==> config.mk <==
export PLATFORM = sky130hd
export DESIGN_NAME = psram_bus_bridge
export DESIGN_NICKNAME = d
export VERILOG_FILES = /design/src/rtl/centurion_pkg.sv /design/src/rtl/read_buffer_1w.sv /design/src/rtl/psram_bus_bridge.sv
export SDC_FILE = /design/constraint.sdc
export NUM_CORES = 1
export LEC_CHECK = 0
export CAP_MARGIN = 0
export CORE_MARGIN = 2
export CORE_UTILIZATION = 50
export DETAILED_ROUTE_END_ITERATION = 12
export DONT_BUFFER_PORTS = 1
export HOLD_SLACK_MARGIN = 0.02
export PLACE_DENSITY_LB_ADDON = 0.1
export REMOVE_ABC_BUFFERS = 1
export SETUP_SLACK_MARGIN = 0.1
export SLEW_MARGIN = 20
export SYNTH_ARGS = -nofsm -noshare
export SYNTH_HDL_FRONTEND = slang
export SYNTH_HIERARCHICAL = 1
export SYNTH_SLANG_ARGS = --single-unit
export TNS_END_PERCENT = 10
==> constraint.sdc <==
create_clock -name clock -period 3.1 [get_ports clock]
set_input_delay 0.62 -clock clock [delete_from_list [all_inputs] [get_ports clock]]
set_output_delay 0.62 -clock clock [all_outputs]
set_load 0.005 [all_outputs]
==> src/rtl/centurion_pkg.sv <==
// Shared definitions for the Centurion Tang Nano build: bus widths,
// bridge FSM state encoding and a byte-lane helper.
package centurion_pkg;

  localparam int CPU_ADDR_W   = 19;
  localparam int PSRAM_ADDR_W = 22;

  localparam logic [2:0] ST_IDLE  = 3'd0;
  localparam logic [2:0] ST_ISSUE = 3'd1;
  localparam logic [2:0] ST_ACK   = 3'd2;
  localparam logic [2:0] ST_WAIT  = 3'd3;
  localparam logic [2:0] ST_DONE  = 3'd4;

  // Odd byte addresses live in the upper half of a PSRAM word.
  function automatic logic [7:0] byte_lane(input logic hi, input logic [15:0] word);
    return hi ? word[15:8] : word[7:0];
  endfunction

endpackage

==> src/rtl/read_buffer_1w.sv <==
// Single-entry read buffer: one tagged 16-bit PSRAM word, filled on read
// completion and byte-merged by write-through traffic to the same word.
module read_buffer_1w
  import centurion_pkg::*;
#(
  parameter int TAG_W  = 21,
  parameter bit ENABLE = 1'b1
) (
  input  logic             clock,
  input  logic             resetn,
  input  logic [TAG_W-1:0] lookup_tag,
  output logic             hit,
  output logic [15:0]      data,
  input  logic             wr_en,
  input  logic             wr_hi,
  input  logic [7:0]       wr_byte,
  input  logic             fill_en,
  input  logic [TAG_W-1:0] fill_tag,
  input  logic [15:0]      fill_data
);

  logic             valid;
  logic [TAG_W-1:0] tag;

  assign hit = valid && (tag == lookup_tag);

  // With ENABLE cleared the entry never becomes valid, so every read misses.
  always_ff @(posedge clock) begin
    if (!resetn) begin
      valid <= 1'b0;
      tag   <= '0;
      data  <= '0;
    end else if (fill_en) begin
      valid <= ENABLE;
      tag   <= fill_tag;
      data  <= fill_data;
    end else if (wr_en && hit) begin
      if (wr_hi) data[15:8] <= wr_byte;
      else       data[7:0]  <= wr_byte;
    end
  end

endmodule

==> src/rtl/psram_bus_bridge.sv <==
// Maps a window of the CPU6 byte bus onto the PsramController word handshake,
// stalling the CPU clock enable while a PSRAM transaction is outstanding.
module psram_bus_bridge #(
  parameter int                      ADDR_W       = centurion_pkg::CPU_ADDR_W,
  parameter int                      WIN_BITS     = 16,
  parameter logic [ADDR_W-1:0]       BASE         = '0,
  parameter int                      PSRAM_ADDR_W = centurion_pkg::PSRAM_ADDR_W,
  parameter logic [PSRAM_ADDR_W-1:0] PSRAM_BASE   = '0,
  parameter bit                      READ_BUFFER  = 1'b1,
  parameter int                      ACK_TIMEOUT  = 4
) (
  input  logic                    clock,
  input  logic                    resetn,
  input  logic [ADDR_W-1:0]       bus_addr,
  input  logic                    bus_valid,
  input  logic                    bus_we,
  input  logic [7:0]              bus_wdata,
  output logic                    bus_sel,
  output logic [7:0]              bus_rdata,
  output logic                    cpu_stall,
  output logic                    mem_read,
  output logic                    mem_write,
  output logic                    mem_byte_write,
  output logic [PSRAM_ADDR_W-1:0] mem_addr,
  output logic [15:0]             mem_din,
  input  logic [15:0]             mem_dout,
  input  logic                    mem_busy
);
  import centurion_pkg::*;

  localparam int CNT_W = (ACK_TIMEOUT > 1) ? $clog2(ACK_TIMEOUT) : 1;

  logic [2:0]              state;
  logic [CNT_W-1:0]        ack_cnt;
  logic                    we_q;
  logic [7:0]              rdata_q;
  logic [PSRAM_ADDR_W-1:0] req_addr;
  logic                    buf_hit;
  logic [15:0]             buf_data;
  logic                    want_psram;
  logic                    accept;
  logic                    read_hit;
  logic                    fill_en;

  assign bus_sel  = ((bus_addr >> WIN_BITS) == (BASE >> WIN_BITS));
  assign req_addr = PSRAM_BASE + {{(PSRAM_ADDR_W-WIN_BITS){1'b0}}, bus_addr[WIN_BITS-1:0]};

  assign want_psram = bus_valid && bus_sel && (bus_we || !buf_hit);
  assign accept     = (state == ST_IDLE) && want_psram;
  assign read_hit   = (state == ST_IDLE) && bus_valid && bus_sel && !bus_we && buf_hit;
  assign fill_en    = (state == ST_WAIT) && !mem_busy && !we_q;

  // The stall term on the request itself keeps the CPU frozen on the latch cycle.
  assign cpu_stall = ((state != ST_IDLE) && (state != ST_DONE)) || want_psram;
  assign bus_rdata = read_hit ? byte_lane(req_addr[0], buf_data) : rdata_q;

  read_buffer_1w #(
    .TAG_W  (PSRAM_ADDR_W-1),
    .ENABLE (READ_BUFFER)
  ) u_buf (
    .clock      (clock),
    .resetn     (resetn),
    .lookup_tag (req_addr[PSRAM_ADDR_W-1:1]),
    .hit        (buf_hit),
    .data       (buf_data),
    .wr_en      (accept && bus_we),
    .wr_hi      (req_addr[0]),
    .wr_byte    (bus_wdata),
    .fill_en    (fill_en),
    .fill_tag   (mem_addr[PSRAM_ADDR_W-1:1]),
    .fill_data  (mem_dout)
  );

  // Requests are one-cycle registered pulses; ACK retries if busy never rises.
  always_ff @(posedge clock) begin
    if (!resetn) begin
      state          <= ST_IDLE;
      ack_cnt        <= '0;
      we_q           <= 1'b0;
      rdata_q        <= 8'h00;
      mem_read       <= 1'b0;
      mem_write      <= 1'b0;
      mem_byte_write <= 1'b0;
      mem_addr       <= '0;
      mem_din        <= 16'h0000;
    end else begin
      mem_read       <= 1'b0;
      mem_write      <= 1'b0;
      mem_byte_write <= 1'b0;
      case (state)
        ST_IDLE: begin
          if (read_hit) rdata_q <= byte_lane(req_addr[0], buf_data);
          if (accept) begin
            mem_addr <= req_addr;
            mem_din  <= {bus_wdata, bus_wdata};
            we_q     <= bus_we;
            state    <= ST_ISSUE;
          end
        end
        ST_ISSUE: begin
          if (!mem_busy) begin
            mem_read       <= !we_q;
            mem_write      <= we_q;
            mem_byte_write <= we_q;
            ack_cnt        <= '0;
            state          <= ST_ACK;
          end
        end
        ST_ACK: begin
          if (mem_busy)                                state   <= ST_WAIT;
          else if (ack_cnt == CNT_W'(ACK_TIMEOUT - 1)) state   <= ST_ISSUE;
          else                                         ack_cnt <= ack_cnt + CNT_W'(1);
        end
        ST_WAIT: begin
          if (!mem_busy) begin
            if (!we_q) rdata_q <= byte_lane(mem_addr[0], mem_dout);
            state <= ST_DONE;
          end
        end
        ST_DONE: state <= ST_IDLE;
        default: state <= ST_IDLE;
      endcase
    end
  end

endmodule

pdn.png
Drawn at 4 px/um. Pins as bars on the die edge. Tap cells in grey.
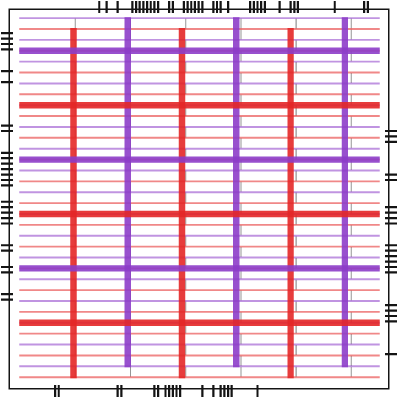
legend:
  red:
    net: VSS
  purple:
    net: VDD
signal pins: 99
met1 rails: 34

==> results.txt <==
Synthesis and PnR results.

- The total DRC errors in the routed layout is 0.
- The cell internal power dissipation reads 1.462 mW.
- The type of the worst setup path is reg2out.
- The first global-routing pass estimated 14.16 mm of wire.
- The antenna diode instance count is 0.
- The main flop type reads dfxtp_1.
- Across all hold checks on the routed design, the worst slack comes to 0.3461 ns.
- In this run, synthesis inferred 0 flip-flops with an integrated enable.
- The cell count after synthesis came out at 436.
- After synthesis, the netlist uses 42 different library cells.
- The final hold violation count recorded for this run is 0.
- The kind of launch point of the worst setup path reads a flop.
- The async set-or-reset flop fraction in the synthesized netlist is 0%.
- The share of power burned in registers is 53.8%.
- The number of levels the H-tree was split into reads 3.
- The via count of the first global-routing pass reads 2912.
- CTS reports a maximum clock tree buffer depth of 2.
- The power dissipated in sequential cells is 1.03 mW.
- The run finished with clean final reports.
- The first element of the critical path is u_buf/tag[5]$_SDFFE_PN0P_.
- The maximum clock frequency is 345.2 MHz.
- The tally of OpenROAD warnings reads 26.
- The setup slack of the worst register-to-register path is 0.75 ns.
- The fraction of layout cells with a size suffix above 1 is 11.56%.
- The overall die height is 94.52 um.
- The power per unit of standard cell area is 433.8 mW/mm^2.
- The cell taking the most area after synthesis reads dfxtp_1.
- The summed standard-cell area reported by yosys reads 0.004096 mm^2.
- The topmost layer with routed signal wires reads met4.
cell_classes.png
Drawn at 4 px/um. Fill, decap, tap and diode cells in grey.
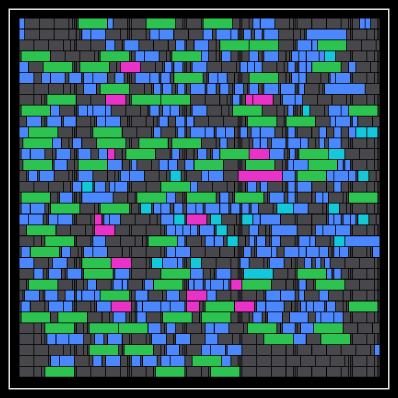
legend:
  blue:
    class: all other logic
    cells: 326
  green:
    class: flip-flops
    cells: 78
  magenta:
    class: clock drivers and dummy loads
    cells: 16
  cyan:
    class: other buffers and delay cells
    cells: 21

## sequential cells by signal (all words and copies together), names as in the netlist
register / cells
mem_din: 8
mem_read: 1
u_buf/data: 16
u_buf/valid: 1
mem_byte_write: 1
ack_cnt: 2
state: 3
mem_addr: 16
rdata_q: 8
we_q: 1
u_buf/tag: 21
## final timing paths
| kind | end | cells after the start |
|---|---|---|
| max | bus_rdata[2] | 10 |
| min | mem_byte_write$_SDFF_PP0_ | 1 |
| max reg2reg | rdata_q[3]$_SDFFE_PN0P_ | 9 |
| min reg2reg | u_buf/valid$_SDFFE_PN0P_ | 1 |
## cell families after synthesis
family                     Yosys count  share of synthesized area (%)
other                                1                        0.09154
DFF                                 78                          38.12
and+or+nand+nor                    115                          17.78
xor gates and xnor gates            21                          4.490
buffers and inverters               59                          8.369
muxes                               63                          15.39
AOI/OAI and AO/OA                   98                          15.46
adders and majority gates            1                         0.3054
## area by class of cell
cell class / instances / area, um^2
clock buffers: 10 / 137.6
clock inverters: 6 / 61.31
fillers: 801 / 3695
inverters: 10 / 37.54
multi-input cells: 316 / 2293
flip-flops and latches: 78 / 1562
well taps: 105 / 131.4
repair buffers: 21 / 175.2
## through the flow
step	cell area [um^2]	std cells	setup TNS [ns]	worst slack (ns)
CTS	4373	544	0	0.1318
global route	4398	546	0	0.03371
finish	4398	546	0	0.2030
floorplan	3855	404	-35.49	-1.555
global placement	4124	525	0	0.1468
detailed placement	4124	525	0	0.1276
## critical path: stages (launching register included)
cell,delay (ns)
dfxtp_1,0.32
xor2_1,0.16
nor4_2,0.27
buf_4,0.15
and2_1,0.13
and2_4,0.15
nor2b_4,0.16
nand3_4,0.10
buf_6,0.17
o21ai_0,0.16
buf_4,0.14
Power is estimated from default activity; no workload was simulated.
